### config.mk
export PLATFORM = sky130hd
export DESIGN_NAME = pkt_cache_reader
export DESIGN_NICKNAME = d
export VERILOG_FILES = /design/src/rtl/pkt_cache_reader.sv
export SDC_FILE = /design/constraint.sdc
export NUM_CORES = 1
export LEC_CHECK = 0
export CORE_AREA = 2 2 119 121
export CTS_BUF_LIST = sky130_fd_sc_hd__clkbuf_2 sky130_fd_sc_hd__clkbuf_4 sky130_fd_sc_hd__clkbuf_8
export CTS_CLUSTER_DIAMETER = 100
export CTS_CLUSTER_SIZE = 12
export DETAILED_ROUTE_END_ITERATION = 16
export DIE_AREA = 0 0 121 123
export SLEW_MARGIN = 10
export SYNTH_ARGS = -nofsm -noshare
export SYNTH_HDL_FRONTEND = slang
export SYNTH_SLANG_ARGS = --single-unit
### constraint.sdc
create_clock -name clk -period 3.2 [get_ports clk]
set_clock_uncertainty 0.1 [all_clocks]
set_input_delay 0.32 -clock clk [delete_from_list [all_inputs] [get_ports clk]]
set_output_delay 0.32 -clock clk [all_outputs]
set_load 0.01 [all_outputs]
### src/rtl/pkt_cache_reader.sv
// pkt_cache_reader
//   Streams one cache slot (16 slots x 128 words x 134 bit) out as a head/body/tail packet.
//   Takes a packet ID from the scheduler, reads the slot word by word, forwards returned
//   words up to and including the tail, then returns the ID to the free pool together with
//   a packet-good flag.
// Ports
//   clk, rst                    clock, asynchronous active-high reset
//   in_pkt_id/_wr, out_pkt_id_ready
//                               ID handshake; an ID is taken only while ready=1
//   ram_raddr, ram_rd, ram_rdata
//                               cache read port, data returns RAM_LAT cycles after ram_rd
//   in_pkt_alf                  downstream almost-full, pauses new reads
//   out_pkt_data/_wr            packet words; [133:132] 01 head, 11 body, 10 tail
//   out_pkt_valid/_wr           packet good/bad flag, pulsed together with the release
//   out_id_release/_wr          ID handed back to the free pool, one pulse per packet
module pkt_cache_reader #(
   parameter int RAM_LAT    = 2,
   parameter int SLOT_WORDS = 128
) (
   input  logic         clk,
   input  logic         rst,
   input  logic [7:0]   in_pkt_id,
   input  logic         in_pkt_id_wr,
   output logic         out_pkt_id_ready,
   output logic [10:0]  ram_raddr,
   output logic         ram_rd,
   input  logic [133:0] ram_rdata,
   input  logic         in_pkt_alf,
   output logic [133:0] out_pkt_data,
   output logic         out_pkt_data_wr,
   output logic         out_pkt_valid,
   output logic         out_pkt_valid_wr,
   output logic [7:0]   out_id_release,
   output logic         out_id_release_wr
);

   localparam logic [1:0] S_IDLE    = 2'd0;
   localparam logic [1:0] S_READ    = 2'd1;
   localparam logic [1:0] S_DRAIN   = 2'd2;
   localparam logic [1:0] S_RELEASE = 2'd3;

   localparam logic [6:0] LAST_IDX  = 7'(SLOT_WORDS - 1);

   localparam logic [1:0] F_HEAD    = 2'b01;
   localparam logic [1:0] F_TAIL    = 2'b10;

   logic [1:0]         state;
   logic [7:0]         id_q;
   logic [6:0]         word_idx;   // next word to request
   logic [6:0]         ret_idx;    // index of the word currently returning
   logic               tail_seen;
   logic               err;
   logic [2:0]         inflight;
   logic [RAM_LAT:1]   rd_pipe;    // ram_rd delayed to line up with ram_rdata

   logic               ret_vld;
   logic [1:0]         ret_flags;
   logic               head_bad;
   logic               emit;
   logic               force_tail;
   logic               rel;

   assign ret_vld    = rd_pipe[RAM_LAT];
   assign ret_flags  = ram_rdata[133:132];
   assign head_bad   = ret_vld && (ret_idx == 7'd0) && (ret_flags != F_HEAD);
   // Once the tail is through (or the packet is known bad) every further word is an over-read.
   assign emit       = ret_vld && !tail_seen && !err && !head_bad;
   // The last slot word closes the packet even when the writer never marked a tail.
   assign force_tail = (ret_idx == LAST_IDX) && (ret_flags != F_TAIL);

   assign out_pkt_id_ready = (state == S_IDLE);
   assign ram_rd           = (state == S_READ) && !in_pkt_alf && !tail_seen;
   assign ram_raddr        = {id_q[3:0], word_idx};

   assign out_pkt_data_wr  = emit;
   assign out_pkt_data     = !emit      ? '0 :
                             force_tail ? {F_TAIL, ram_rdata[131:0]} : ram_rdata;

   assign rel               = (state == S_RELEASE);
   assign out_id_release_wr = rel;
   assign out_id_release    = rel ? id_q : 8'd0;
   assign out_pkt_valid_wr  = rel;
   assign out_pkt_valid     = rel && !err;

   always_ff @(posedge clk or posedge rst) begin
      if (rst) begin
         rd_pipe <= '0;
      end else begin
         rd_pipe[1] <= ram_rd;
         for (int i = 2; i <= RAM_LAT; i++) rd_pipe[i] <= rd_pipe[i-1];
      end
   end

   always_ff @(posedge clk or posedge rst) begin
      if (rst) begin
         state     <= S_IDLE;
         id_q      <= '0;
         word_idx  <= '0;
         ret_idx   <= '0;
         tail_seen <= 1'b0;
         err       <= 1'b0;
         inflight  <= '0;
      end else begin
         inflight <= inflight + {2'b00, ram_rd} - {2'b00, ret_vld};
         if (ram_rd) word_idx <= word_idx + 7'd1;
         if (ret_vld) begin
            ret_idx <= ret_idx + 7'd1;
            // Any returned tail ends reading, including one inside a packet already marked bad.
            if (ret_flags == F_TAIL) tail_seen <= 1'b1;
         end
         if (head_bad || (emit && force_tail)) err <= 1'b1;

         case (state)
            S_IDLE: begin
               if (in_pkt_id_wr) begin
                  id_q      <= in_pkt_id;
                  word_idx  <= '0;
                  ret_idx   <= '0;
                  tail_seen <= 1'b0;
                  err       <= 1'b0;
                  inflight  <= '0;
                  state     <= S_READ;
               end
            end
            S_READ: begin
               if (tail_seen || (ram_rd && word_idx == LAST_IDX)) state <= S_DRAIN;
            end
            S_DRAIN: begin
               if (inflight == 3'd0) state <= S_RELEASE;
            end
            default: begin
               state <= S_IDLE;
            end
         endcase
      end
   end

endmodule

==> images/wires.png <==
Bar = 20 µm. Two of the layers only.
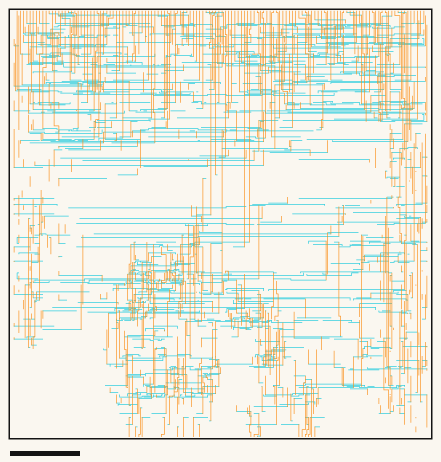
legend:
  orange:
    layer: metal 2
    wire_length: 6030 µm
  cyan:
    layer: metal 1
    wire_length: 6170 µm
WL final: 14000 µm
post-detailed-route wirelength per cell: 18.0 µm
via count: 3104

==> images/layer_met2.png <==
Bar = 20 µm.
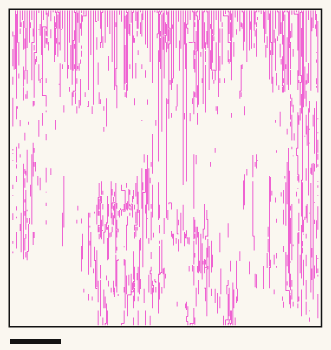
share of all routed wire: 43%
main direction: vertical
met2 Track Usage GR: 24.2%

==> images/clocks.png <==
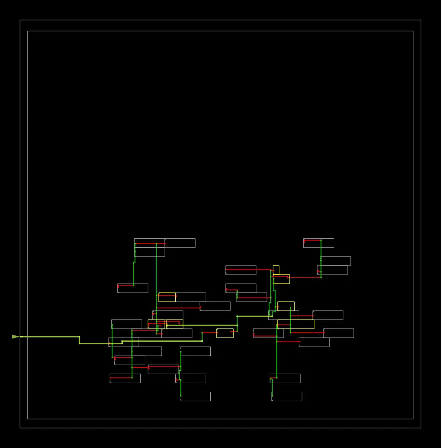
clk sink count: 31
Clock Buffer Count: 6
flop count: 31

==> images/layer_met3.png <==
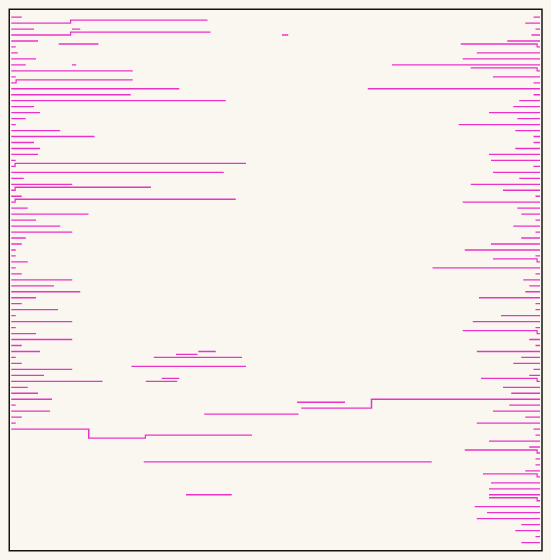
main direction: horizontal
share of all routed wire: 13%
wire length on this layer: 1780 µm
longest straight run: 65.3 µm
GRT met3 Usage: 8.63%

==> impl_metrics.toml <==
# physical design summary
[layout]
largest_reg_flops = 8
logic_gates = 232
final_layout_size_suffix_gt1_share_pct = 5.35
finalNonFillerCells = 779
regMostFlops = "id_q"
seq_area_um2 = 776
n_all_inverters = 10
buf_share_pct = 53.6
clkCellAreaFrac_pct = 1.98
top_regs = "id_q (8), ret_idx (7), word_idx (7)"
combGateArea_um2 = 1590
design_area_um2 = 5930
nNetsFinal = 754
comb_area_share_pct = 26.8
final_core_util_pct = 43.5
layout_top_cell = "clkdlybuf4s50_1"
area_growth_syn_to_layout_pct = 134
largest_cell_class = "non-clock buffers"
nFillCells = 1329
diodes = 1
buffers = 317
seq_share_pct = 13.1
layout.cells.most_common_list = "clkdlybuf4s50_1, and2_1, dfrtp_1, nor2_1"

[clock_network]
h-tree-depth = 2
cts_setup_buffers = 0
cts_made_buffers = 5
clockBufferDepth = 2
path_clk_slew_ns = 0.07
cts.repair.resized = 0
cts_tree = "yes"
clk_latency_ns = 0.28
cts-root-buf = "clkbuf_8"
hold_buffers = 0

[power]
p_clk_share_pct = 13.9
leakage_nw = 2.48
powerDensity_nw_per_um2 = 484
power_w = 0.00287
switching_power_w = 0.00101
top_power_group = "combinational logic"
pg_seq_w = 0.000630
p_comb_share_pct = 64.1
powerComb_w = 0.00184
peakVddDrop_mv = 0.248
power.internal_w = 0.00185
power_frac_seq_pct = 22.0
switching_share_pct = 35.3

[yosys]
syn_inst = 296
most_common_cell = "and2_1"
ys_sh_xor_pct = 4.15
yosys_area_um2 = 2530
yosys_warnings = 0
ff_type = "dfrtp_1"
logic_family = "simple AND/OR/NAND/NOR gates"
yosysTopAreaCell = "and2_1"
ys_cells = 296
ys_async_sr_fraction_pct = 100
synth_cell_types = 31
synth_area_um2 = 2530
adder_share_pct = 5.73
synthesis.nets = 453
syn_area_per_cell_um2 = 8.56
ys_top_cells_by_count = "and2_1, dfrtp_1, nor2_1, buf_4"
synth-edff-count = 0
postSynthSeqShare_pct = 30.6
simple_gate_area_share_pct = 45.2
ys.flops = 31
synthTopCellsByArea = "and2_1, dfrtp_1, ha_1, mux2_2, buf_4"
yosys.area.top_type_share_pct = 34.8
mux_area_share_pct = 5.19
synthAoiAreaFrac_pct = 2.52

[critical_path]
cp.depth = 9
crit_slowest_cell = "clkdlybuf4s50_1"
path_delay_family = "buffers and inverters"
r2r_start = "state[1]$_DFFE_PP0P_"
reg2regPathDepth = 10
r2r_slack_ns = 0.94
r2r_end = "inflight[2]$_DFF_PP0_"
cp.required_ns = 2.78
startpoint = "ret_idx[1]$_DFF_PP0_"
end_kind = "primary output"
crit_chain = "inv_1 > ha_1 > nor4bb_1 > and3_1 > nor4b_4 > buf_4 > clkbuf_16 > and3b_1 > clkdlybuf4s50_1"
crit_path_end = "out_pkt_data[132]"
critical_path.max_fanout = 47
max_stage_delay_ns = 0.57
worst-endpoint-arrival_ns = 2.63
crit_path_start_kind = "flip-flop"
criticalPathCategory = "reg2out"

[place]
io_buffer_count = 304
placed_cells = 766
dpl.hpwl_um = 11900
pre_cts_slack_ns = 0.123
placed_cell_area_um2 = 5750
place.gp.congestion = 0.767

[sta]
period_used_pct = 95.3
tns_ns = 0
setup_viol = 0
hold_violations = 0
min_period_ns = 3.05
tightest_slew_ns = 0.404
setup_ws_ns = 0.151
max_freq_ghz = 0.328
slew_headroom_pct = 73.1
hold_slack_ns = 0.248
slew_viol_final = 0

[routing]
dr_wl_met2_um = 6030
dr.pass1.iters = 4
antenna_left = 0
drt_iter0_drc = 180
drc = 0
top_layer_used = "met5"
route.met3.wl_um = 1780
routed_via_density = 3.98
wl_met1_um = 6170

[worst_hold_path]
hold_class = "reg2reg"
min_to = "rd_pipe[2]$_DFF_PP0_"
holdCritStartpoint = "rd_pipe[1]$_DFF_PP0_"
hold_path_depth = 0

[global_route]
grt_usage_pct = 17.0
grt_pass1_vias = 3032
grt.busiest_layer = "met2"
antenna_found_initial = 2
grt-ovfl-total = 0
grt_pass1_wl_um = 19000
use_met1_pct = 24.1
grt_max_degree = 95

[status]
status = "complete, no violations"

[floorplanning]
die_w_um = 121
initCoreUtil_pct = 18.6
die_area_um2 = 14900
fp.dieH_um = 123
num_rows = 43
pin_count = 305
core-area_um2 = 13600
tap_cells = 180

[job]
warnings = 31
max-cap-violations = 0
